### src/rtl/booth_radix4_mult_if.sv
// -----------------------------------------------------------------------------
// booth_radix4_mult_if
//
// Request/response bundle for the radix-4 Booth multiplier.
//
//   start     request; accepted only while ready=1
//   m_signed  1: M is two's complement, 0: M is unsigned
//   q_signed  1: Q is two's complement, 0: Q is unsigned
//   M, Q      multiplicand / multiplier, WIDTH bits each
//   ready     unit idle, a start is accepted on the next edge
//   busy      multiplication in progress
//   done      one-cycle pulse on the cycle result is updated
//   result    2*WIDTH-bit product, held until the next done
//
// The master modport is the requester; the slave modport is the multiplier.
// -----------------------------------------------------------------------------
interface booth_radix4_mult_if #(
  parameter int WIDTH = 32
);
  logic               start;
  logic               m_signed;
  logic               q_signed;
  logic [WIDTH-1:0]   M;
  logic [WIDTH-1:0]   Q;
  logic               ready;
  logic               busy;
  logic               done;
  logic [2*WIDTH-1:0] result;

  modport master (
    output start, m_signed, q_signed, M, Q,
    input  ready, busy, done, result
  );

  modport slave (
    input  start, m_signed, q_signed, M, Q,
    output ready, busy, done, result
  );
endinterface

### src/rtl/booth_radix4_mult.sv
// -----------------------------------------------------------------------------
// booth_radix4_mult
//
// Sequential radix-4 (modified) Booth multiplier with per-operand signedness.
// One operation in flight; each operation takes ITER = WIDTH/2+1 steps.
//
// Ports:
//   clk    rising-edge system clock
//   n_rst  asynchronous active-low reset
//   bus    booth_radix4_mult_if.slave (start, m_signed, q_signed, M, Q in;
//          ready, busy, done, result out)
//
// Operation:
//   IDLE  ready=1; start loads the operands (extended to E=WIDTH+2 bits by
//         their own mode bit) and enters CALC.
//   CALC  busy=1; one Booth step per edge. The edge completing step ITER
//         writes result and enters DONE.
//   DONE  done=1 for one cycle, then IDLE.
//
// Extending both operands by two bits makes every mode combination a plain
// signed E x E multiply, so unsigned all-ones and the most-negative value need
// no special handling. E is even, so ITER = E/2 Booth digits cover it exactly.
// -----------------------------------------------------------------------------
module booth_radix4_mult #(
  parameter  int WIDTH = 32,
  localparam int ITER  = WIDTH / 2 + 1
) (
  input  logic               clk,
  input  logic               n_rst,
  booth_radix4_mult_if.slave bus
);

  // Extended operand width and accumulator width. The accumulator carries two
  // guard bits above E so that acc +/- 2M never wraps.
  localparam int E  = WIDTH + 2;
  localparam int AW = E + 2;
  localparam int CW = $clog2(ITER);

  typedef enum logic [1:0] {
    IDLE,
    CALC,
    DONE
  } state_t;

  state_t              state;
  logic signed [AW-1:0] acc;
  logic [E-1:0]         mcand;     // extended multiplicand, captured at load
  logic [E-1:0]         mplier;    // shifting multiplier / low product bits
  logic                 q_m1;      // implicit Q[-1]
  logic [CW-1:0]        step_cnt;

  logic                 ready_q;
  logic                 busy_q;
  logic                 done_q;
  logic [2*WIDTH-1:0]   result_q;

  // ---------------------------------------------------------------------------
  // One Booth step: recode the triplet, add, then arithmetic shift
  // {acc, mplier, q_m1} right by two.
  // ---------------------------------------------------------------------------
  logic [2:0]           triplet;
  logic signed [AW-1:0] m_wide;
  logic signed [AW-1:0] m_dbl;
  logic signed [AW-1:0] addend;
  logic signed [AW-1:0] sum;
  logic signed [AW-1:0] acc_next;
  logic [E-1:0]         mplier_next;
  logic                 q_m1_next;

  // NOTE: every always_comb output gets a value before any branch, so no path
  // leaves a signal unassigned and no latch is inferred.
  always_comb begin
    triplet = {mplier[1:0], q_m1};
    m_wide  = {{2{mcand[E-1]}}, mcand};
    m_dbl   = {m_wide[AW-2:0], 1'b0};
    addend  = '0;

    unique case (triplet)
      3'b001, 3'b010: addend = m_wide;
      3'b011:         addend = m_dbl;
      3'b100:         addend = -m_dbl;
      3'b101, 3'b110: addend = -m_wide;
      default:        addend = '0;     // 000 / 111
    endcase

    sum = acc + addend;

    // The two bits leaving the accumulator enter the top of the multiplier;
    // the multiplier's bit 1 becomes the next Q[-1].
    acc_next    = {{2{sum[AW-1]}}, sum[AW-1:2]};
    mplier_next = {sum[1:0], mplier[E-1:2]};
    q_m1_next   = mplier[1];
  end

  // ---------------------------------------------------------------------------
  // Control FSM and datapath registers.
  // ---------------------------------------------------------------------------
  // NOTE: sequential state uses non-blocking assignments only, so every
  // register samples pre-edge values regardless of statement order.
  always_ff @(posedge clk or negedge n_rst) begin
    if (!n_rst) begin
      // NOTE: the datapath registers are reset along with the control state
      // so an aborted operation leaves nothing behind in them.
      state    <= IDLE;
      ready_q  <= 1'b1;
      busy_q   <= 1'b0;
      done_q   <= 1'b0;
      result_q <= '0;
      acc      <= '0;
      mcand    <= '0;
      mplier   <= '0;
      q_m1     <= 1'b0;
      step_cnt <= '0;
    end else begin
      unique case (state)
        IDLE: begin
          if (bus.start) begin
            mcand    <= bus.m_signed ? {{2{bus.M[WIDTH-1]}}, bus.M}
                                     : {2'b00, bus.M};
            mplier   <= bus.q_signed ? {{2{bus.Q[WIDTH-1]}}, bus.Q}
                                     : {2'b00, bus.Q};
            acc      <= '0;
            q_m1     <= 1'b0;
            step_cnt <= '0;
            ready_q  <= 1'b0;
            busy_q   <= 1'b1;
            state    <= CALC;
          end
        end

        CALC: begin
          acc      <= acc_next;
          mplier   <= mplier_next;
          q_m1     <= q_m1_next;
          step_cnt <= step_cnt + CW'(1);
          if (step_cnt == CW'(ITER - 1)) begin
            // After the last step the multiplier register holds the low E
            // product bits and the accumulator holds the rest.
            result_q <= {acc_next[2*WIDTH-E-1:0], mplier_next};
            busy_q   <= 1'b0;
            done_q   <= 1'b1;
            state    <= DONE;
          end
        end

        DONE: begin
          done_q  <= 1'b0;
          ready_q <= 1'b1;
          state   <= IDLE;
        end

        default: begin
          busy_q  <= 1'b0;
          done_q  <= 1'b0;
          ready_q <= 1'b1;
          state   <= IDLE;
        end
      endcase
    end
  end

  assign bus.ready  = ready_q;
  assign bus.busy   = busy_q;
  assign bus.done   = done_q;
  assign bus.result = result_q;

endmodule

### src/flat_wrapper.sv
// flat-port wrapper written by rule: the top's interface ports become plain ports
module booth_radix4_mult_flat 
#(
  parameter  int WIDTH = 32,
  localparam int ITER  = WIDTH / 2 + 1
)
  (clk, n_rst, bus_start, bus_m_signed, bus_q_signed, bus_M, bus_Q, bus_ready, bus_busy, bus_done, bus_result);
  booth_radix4_mult_if #(.WIDTH(WIDTH)) bus_i ();
  input  logic clk;
  input  logic n_rst;
  input wire logic [$bits(bus_i.start)-1:0] bus_start;
  input wire logic [$bits(bus_i.m_signed)-1:0] bus_m_signed;
  input wire logic [$bits(bus_i.q_signed)-1:0] bus_q_signed;
  input wire logic [$bits(bus_i.M)-1:0] bus_M;
  input wire logic [$bits(bus_i.Q)-1:0] bus_Q;
  output wire logic [$bits(bus_i.ready)-1:0] bus_ready;
  output wire logic [$bits(bus_i.busy)-1:0] bus_busy;
  output wire logic [$bits(bus_i.done)-1:0] bus_done;
  output wire logic [$bits(bus_i.result)-1:0] bus_result;
  assign bus_i.start = bus_start;
  assign bus_i.m_signed = bus_m_signed;
  assign bus_i.q_signed = bus_q_signed;
  assign bus_i.M = bus_M;
  assign bus_i.Q = bus_Q;
  assign bus_ready = bus_i.ready;
  assign bus_busy = bus_i.busy;
  assign bus_done = bus_i.done;
  assign bus_result = bus_i.result;
  booth_radix4_mult #(.WIDTH(WIDTH)) u_core (.clk(clk), .n_rst(n_rst), .bus(bus_i));
endmodule
### config.mk
export PLATFORM = sky130hd
export DESIGN_NAME = booth_radix4_mult_flat
export DESIGN_NICKNAME = d
export VERILOG_FILES = /design/src/rtl/booth_radix4_mult_if.sv /design/src/rtl/booth_radix4_mult.sv /design/src/flat_wrapper.sv
export SDC_FILE = /design/constraint.sdc
export NUM_CORES = 1
export LEC_CHECK = 0
export ABC_CLOCK_PERIOD_IN_PS = 6400
export CAP_MARGIN = 20
export CELL_PAD_IN_SITES_DETAIL_PLACEMENT = 0
export CELL_PAD_IN_SITES_GLOBAL_PLACEMENT = 1
export CORE_MARGIN = 2
export CORE_UTILIZATION = 43
export CTS_BUF_LIST = sky130_fd_sc_hd__clkbuf_8
export CTS_CLUSTER_SIZE = 16
export DETAILED_ROUTE_END_ITERATION = 16
export GPL_TIMING_DRIVEN = 0
export MAX_ROUTING_LAYER = met4
export PLACE_DENSITY = 0.91
export SYNTH_ARGS = -nofsm -noshare
export SYNTH_HDL_FRONTEND = slang
export SYNTH_SLANG_ARGS = --single-unit
export TNS_END_PERCENT = 20
### constraint.sdc
create_clock -name clk -period 6.4 [get_ports clk]
set_input_delay 1.28 -clock clk [delete_from_list [all_inputs] [get_ports clk]]
set_output_delay 1.28 -clock clk [all_outputs]
set_load 0.02 [all_outputs]
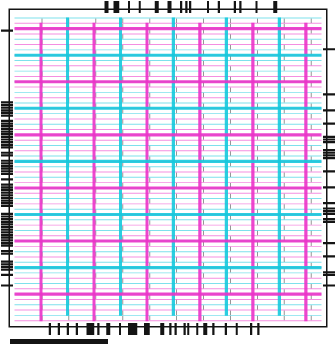
Fig. 1. PDN straps and rails (run 1).
Bar = 50 um. Pins as bars on the die edge. Tap cells in gray.
Key: magenta = VSS; cyan = VDD
136 signal pins sit on the boundary. 58 met1 rails follow the rows. 324 tap cells. 11 straps on met5.
Horiz. Die Dim: 162 um
vertical die dimension: 162 um
Core Box Area: 0.0244 sq mm

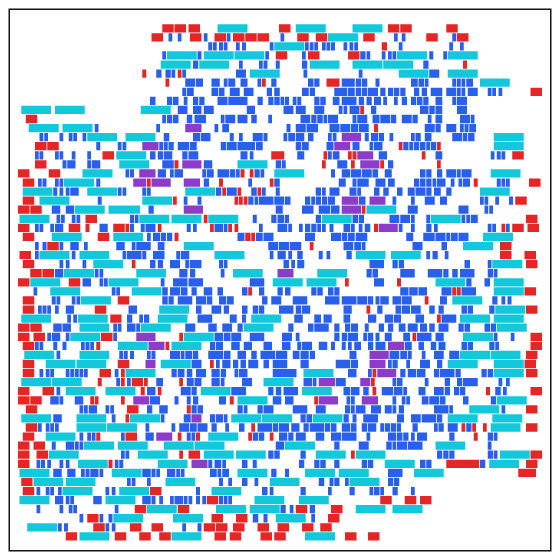
Fig. 2. Placed cells, one color a class (run 1).
Key: cyan = flip-flops [cells 176, share of their area 35%]; red = other buffers and delay cells [cells 229, share of their area 14%]; purple = clock drivers and dummy loads [cells 32, share of their area 3.6%]; blue = all other logic [cells 1056, share of their area 47%]
number of placement rows: 57
utilization of the core after routing: 53.1%
Finished Cell Area: 0.0130 sq mm

==> notes.md, run 1 <==
Implementation results are summarized by area below.

Run status
The run finished with clean final reports.

Synthesis
The post-synthesis net count is 1433. Summing the areas of all xor and xnor instances in the mapped netlist gives 5.72% of the synthesized area. Yosys reported that registers with async set or reset make up 100%. The biggest area consumer among synthesized cells is sky130_fd_sc_hd__dfrtp_1. The main area contributors are sky130_fd_sc_hd__dfrtp_1, sky130_fd_sc_hd__nand2_1, sky130_fd_sc_hd__o21ai_0. Post-synthesis, Yosys gives the total cell area as 0.0107 sq mm.

The dominant register cell is sky130_fd_sc_hd__dfrtp_1. The count of mapped cells out of synthesis is 1325.

Layout
Leaving out fill and tap cells, the most frequent cells in the layout are sky130_fd_sc_hd__nand2_1, sky130_fd_sc_hd__dfrtp_1, sky130_fd_sc_hd__o21ai_0. The clock tree cell share of total cell area is 3.48%. The largest cell class by area is combinational gates.

The non-clock buffering overhead in the final layout is 13.5%. The proportion of layout cells with a drive suffix above 1 is 3.35%. The logic share of the area is 45.2%. The final cell count without fillers is 1817.

The flip-flop count of the largest register, all copies and words added is ~64. The layout has between 200 and 250 buffers outside the clock class. The total number of sequential cells is 176. The final antenna diode tally reported by the flow is 0.

The flow measured a signed area growth from synthesis to layout of 20.9%. The number of fill cells is 2359.

Worst setup path
The worst setup path is launched from a flop. Tracing the worst setup path back leads to its startpoint at u_core.mcand[2]. The worst setup path is of the flop to flop kind.

At the worst endpoint, the arrival time is 6.25 ns. The cell family contributing the most delay on the critical path is simple AND/OR/NAND/NOR gates. For the worst reg-to-reg path, the startpoint reported by OpenROAD is u_core.mcand[2].

Placed design
Timing analysis after detailed placement gives a worst setup slack of between 0.6 and 0.7 ns. The quantity of I/O buffers inserted on ports is 135.

Clocking
The post-CTS repair timing setup buffer count is 0. The number of buffers on the longest clock path is 2. The clock transition at the registers of the reported paths is between 0.1 and 0.15 ns.

The number of clock sinks is 176. The H-tree level count is 4.

Hold path
The hold path depth is 2. The capture endpoint of the worst hold path is u_core.bus.result[3].

Routing
After detailed routing, the met2 layer carries 15.4 mm of wire. The number of nets with antenna violations after routing is 0. After detailed routing, the met3 layer carries 2.26 mm of wire. The script logs the ratio of routed vias to standard cells as 5.72.

Die
The total I/O pin count is 136. The floorplan report lists the tap cell count as 324.

Global routing
The number of global-route vias before repair is 9728. Global routing consumed, on the met1 layer, a little over a third of the routing resources. The aggregate global-route resource usage is 26.8%. Routing resource usage on met3 recorded by global route was 4.62%. The met2 capacity usage during global routing is 40.9%. The first global-routing pass estimated 53.6 mm of wire. Entering global routing, the biggest net connects 120 pins. In this run the most used layer during global routing was met2.

Timing
Setup repair after global routing left no endpoint under its margin. Based on the critical path, the design can be clocked at up to 170 MHz. Per the finish-stage timing summary, setup violations number 0. In the final report, the number of pins over their slew limit comes to 0.
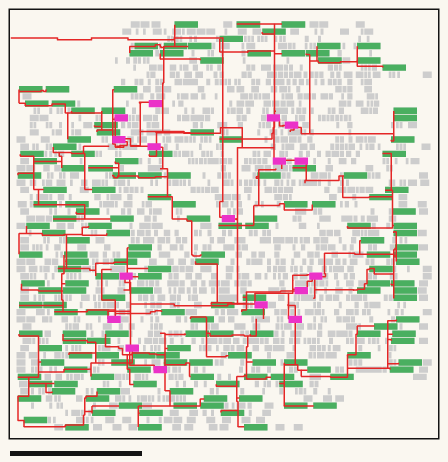
Fig. 3. Clock distribution (run 1).
Bar = 50 um.
Key: magenta = cells driving clock nets [count 17]; red = clock wires [length 2560 um]; green = flip-flops [count 176]
There are 18 routed clock nets.
worst clock skew on the final layout: 0.0227 ns

Fig. 4: run 1, clock nets
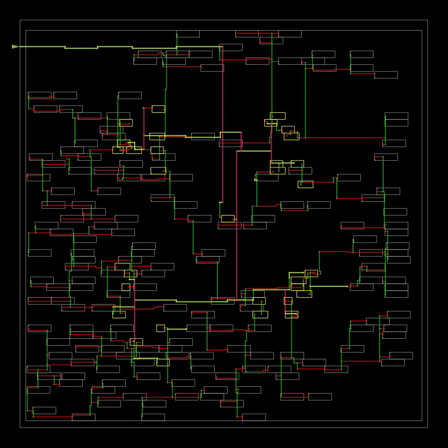

--- run 2 (diff from run 1) ---
Settings changed: CORE_ASPECT_RATIO set to 0.7.
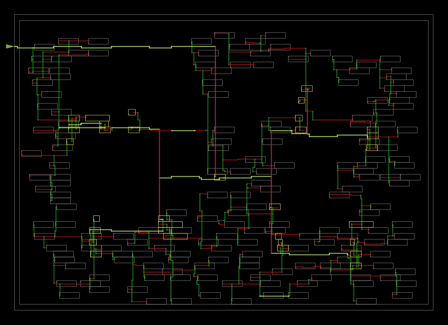
Fig. 5. Clock nets (run 2).
worst clock skew on the final layout: 0.0163 ns
number of clock buffers inserted by TritonCTS: 17
number of clock buffer instances in the layout: 18

==> notes.md, run 2 <==
Implementation results are summarized by area below.

Layout
The non-clock buffer count in the final layout is 229. The top cell types in the final layout, fill and taps aside, are sky130_fd_sc_hd__nand2_1, sky130_fd_sc_hd__dfrtp_1, sky130_fd_sc_hd__o21ai_0. The fraction of cell area in multi-input combinational cells is reported as 45.2%. Cells with a size suffix above 1 make up 3.42% of the layout.

Among all cell classes, the greatest summed area belongs to combinational gates. Of all the cell area in the finished design, the clock network holds 3.45%. The register with the most flip-flops in the layout has 64 of them. From synthesis to final layout, the design area changed by 20.9%.

The final cell count without fillers is 1818. The total number of sequential cells is 176. The utilization after layout is 52.8%. The non-clock buffering overhead in the final layout is 13.5%.

Placed design
The quantity of I/O buffers inserted on ports is 135. The worst setup timing slack at the placement stage is 0.559 ns.

Hold path
The worst hold path was traced through 2 stages. The endpoint of the worst hold path is reported as u_core.bus.result[8].

Clocking
Looking at the post-CTS report, the setup buffer insertion count equals 0. The clock transition at the registers of the reported paths is roughly 0.10 ns. The H-tree level count is 4.

Worst setup path
The beginning of the worst register-to-register path is u_core.mcand[1]. The critical path is of the flop to flop type. The critical path launch point is u_core.mcand[1]. The arrival time at the worst endpoint is approximately 6.4 ns.

Global routing
The global-route track usage on met3 is 7.38%. The layer flagged by global routing as most heavily used is met1. The number of global-route vias before repair is ~9400. The met2 capacity usage during global routing is a little under two fifths. The aggregate global-route resource usage is 27.6%. Entering global routing, the biggest net connects 95 pins.

Global routing consumed, on the met1 layer, between 40% and 50% of the routing resources.

Routing
The detailed router reports a met2 wire length of 13.9 mm. The post-detailed-route via-to-cell ratio is 5.76. The number of nets with antenna violations after routing is 0.

Synthesis
The synthesis report lists the most area-consuming cells as sky130_fd_sc_hd__dfrtp_1, sky130_fd_sc_hd__nand2_1, sky130_fd_sc_hd__o21ai_0. The share of async-settable or async-resettable flops after synthesis is 100%. In the synthesized netlist, the number of instances is 1325. Of all cell types, the one taking the most synthesized area is sky130_fd_sc_hd__dfrtp_1. Synthesis produced a netlist with a net count of 1433. Of the total synthesized cell area, the portion taken by XOR and XNOR cells is 5.72%. The dominant register cell is sky130_fd_sc_hd__dfrtp_1.

The synthesis area per yosys is 0.0107 sq mm.

Timing
The maximum operating frequency is 165 MHz. Setup repair after global routing left no endpoint under its margin. The final count of pins violating max slew is 0.

The last timing report of the flow puts the setup violation total at 0.

Die
The design received a total of ~330 well taps at floorplan. From bottom edge to top edge, the die measures 136 um. The core footprint is 0.0246 sq mm.

Run status
The flow ran to the end, and the final reports show no timing, DRC or antenna violations.
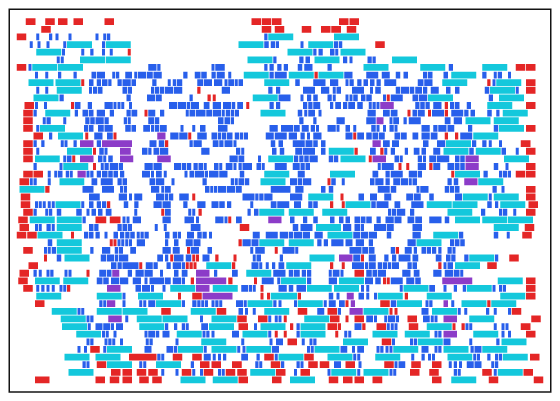
Fig. 6. Placed cells, one color a class (run 2).
Key: blue = all other logic [cells 1056, share of their area 47%]; purple = clock drivers and dummy loads [cells 32, share of their area 3.6%]; cyan = flip-flops [cells 176, share of their area 35%]; red = other buffers and delay cells [cells 229, share of their area 14%]
number of placement rows: 48
Seq/total area: 34.0%

Fig. 7: run 2, clock distribution
Bar = 50 um.
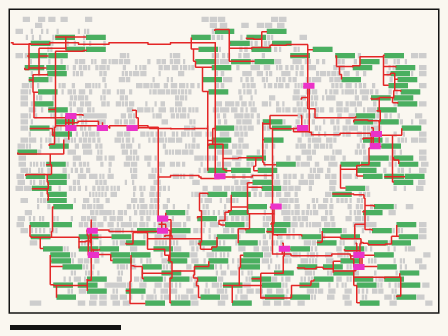

--- run 3 (diff from run 2) ---
Settings changed: GPL_TIMING_DRIVEN 0 to unset.
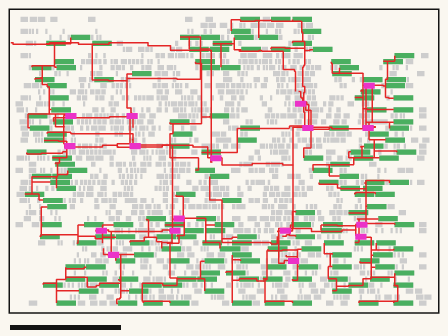
Fig. 8. Clock distribution (run 3).
Bar = 50 um.
Key: red = clock wires [length 2560 um]; green = flip-flops [count 176]; magenta = cells driving clock nets [count 17]
There are 18 routed clock nets.
clock latency of the later-clocked register in the worst-skew pair: 0.50 ns

==> notes.md, run 3 <==
Implementation results are summarized by area below.

Placed design
The placement report lists the number of port buffers as 135.

Clocking
The registers of the reported paths see a clock transition of 0.11 ns. The post-CTS repair timing setup buffer count is 0. The H-tree level count is 4. TritonCTS created 17 clock buffers.

Worst setup path
The worst setup path is launched from a flop. Per STA, the worst path accumulates the most delay in the family simple AND/OR/NAND/NOR gates. The critical path launch point is u_core.mcand[1].

Layout
For the completed layout, the total cell area is recorded as roughly 0.013 sq mm. The flip-flop count of the largest register, all copies and words added is ~64. In this run the layout overhead on the synthesized area is reported as 18.2%. The number of fill cells is 2323.

In the layout the commonest cells are sky130_fd_sc_hd__nand2_1, sky130_fd_sc_hd__dfrtp_1, sky130_fd_sc_hd__o21ai_0. In the final layout, the clock buffer count is 18. Counting plain and timing-repair buffers in the layout gives approximately 160. The share of the final layout cell area in sequential cells is between 30% and 40%. The clock tree cell share of total cell area is under 10%. The non-clock buffering overhead in the final layout is 11.9%. For this run, the script counts the antenna cells in the layout as 0. The count of cells in the finished layout, fillers not included, comes to 1744. The logic share of the area is 46.4%.

Routing
Per the detail_route log, met3 wirelength is 2.22 mm. Detailed routing placed a total of 12.1 mm of wire on met2.

Synthesis
After technology mapping, the gate count stands at about 1300. The post-synthesis net count is 1433. The cell type that accounts for the most area after synthesis is sky130_fd_sc_hd__dfrtp_1. The synthesized netlist has a Yosys-reported chip area of 0.0107 sq mm. The xor and xnor area share after synthesis is under 10%.

Die
According to the floorplan log, the row count is between 40 and 50. The core footprint is 0.0246 sq mm. During I/O placement, the number of pins put on the boundary was 136. Measured along the x axis, the die boundary spans approximately 190 um. The floorplan die height is ~140 um. The floorplan report lists the tap cell count as 325.

Timing
The final tally of setup violations is 0. Setup repair after global routing left no endpoint under its margin. Pins over their slew limit in the final report were tallied at 0.

Global routing
The first global-routing pass estimated roughly 50 mm of wire. The number of global-route vias before repair was slightly below 9000. The maximum number of pins on one net before global-route repair is 104. In this run the most used layer during global routing was met1. For met1 alone, demand over resource in global routing was between 40% and 50%. The global-route track usage on met3 is about 4.2%. The met2 capacity usage during global routing is 31.9%.

Run status
The run finished with clean final reports.

Hold path
The hold path depth is 2.
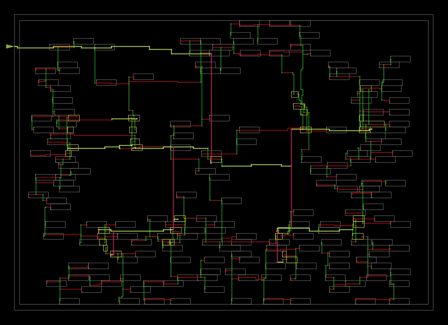
Fig. 9. Clock nets (run 3).
worst clock skew on the final layout: 0.0276 ns
total clock sinks: 176
seq_cells: 176


## Gallery

Signal wires by layer.
Bar = 50 um. Two of the layers only.
image #1
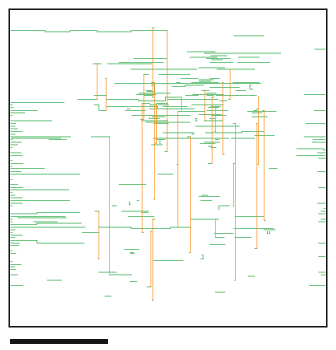
image #2
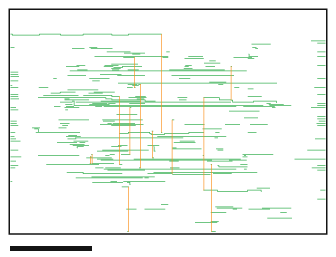
For run 1, see image #1.
For run 2, see image #2.

Key to image #1:
Key: orange = met4 [wire length 972 um]; green = met3 [wire length 2260 um]

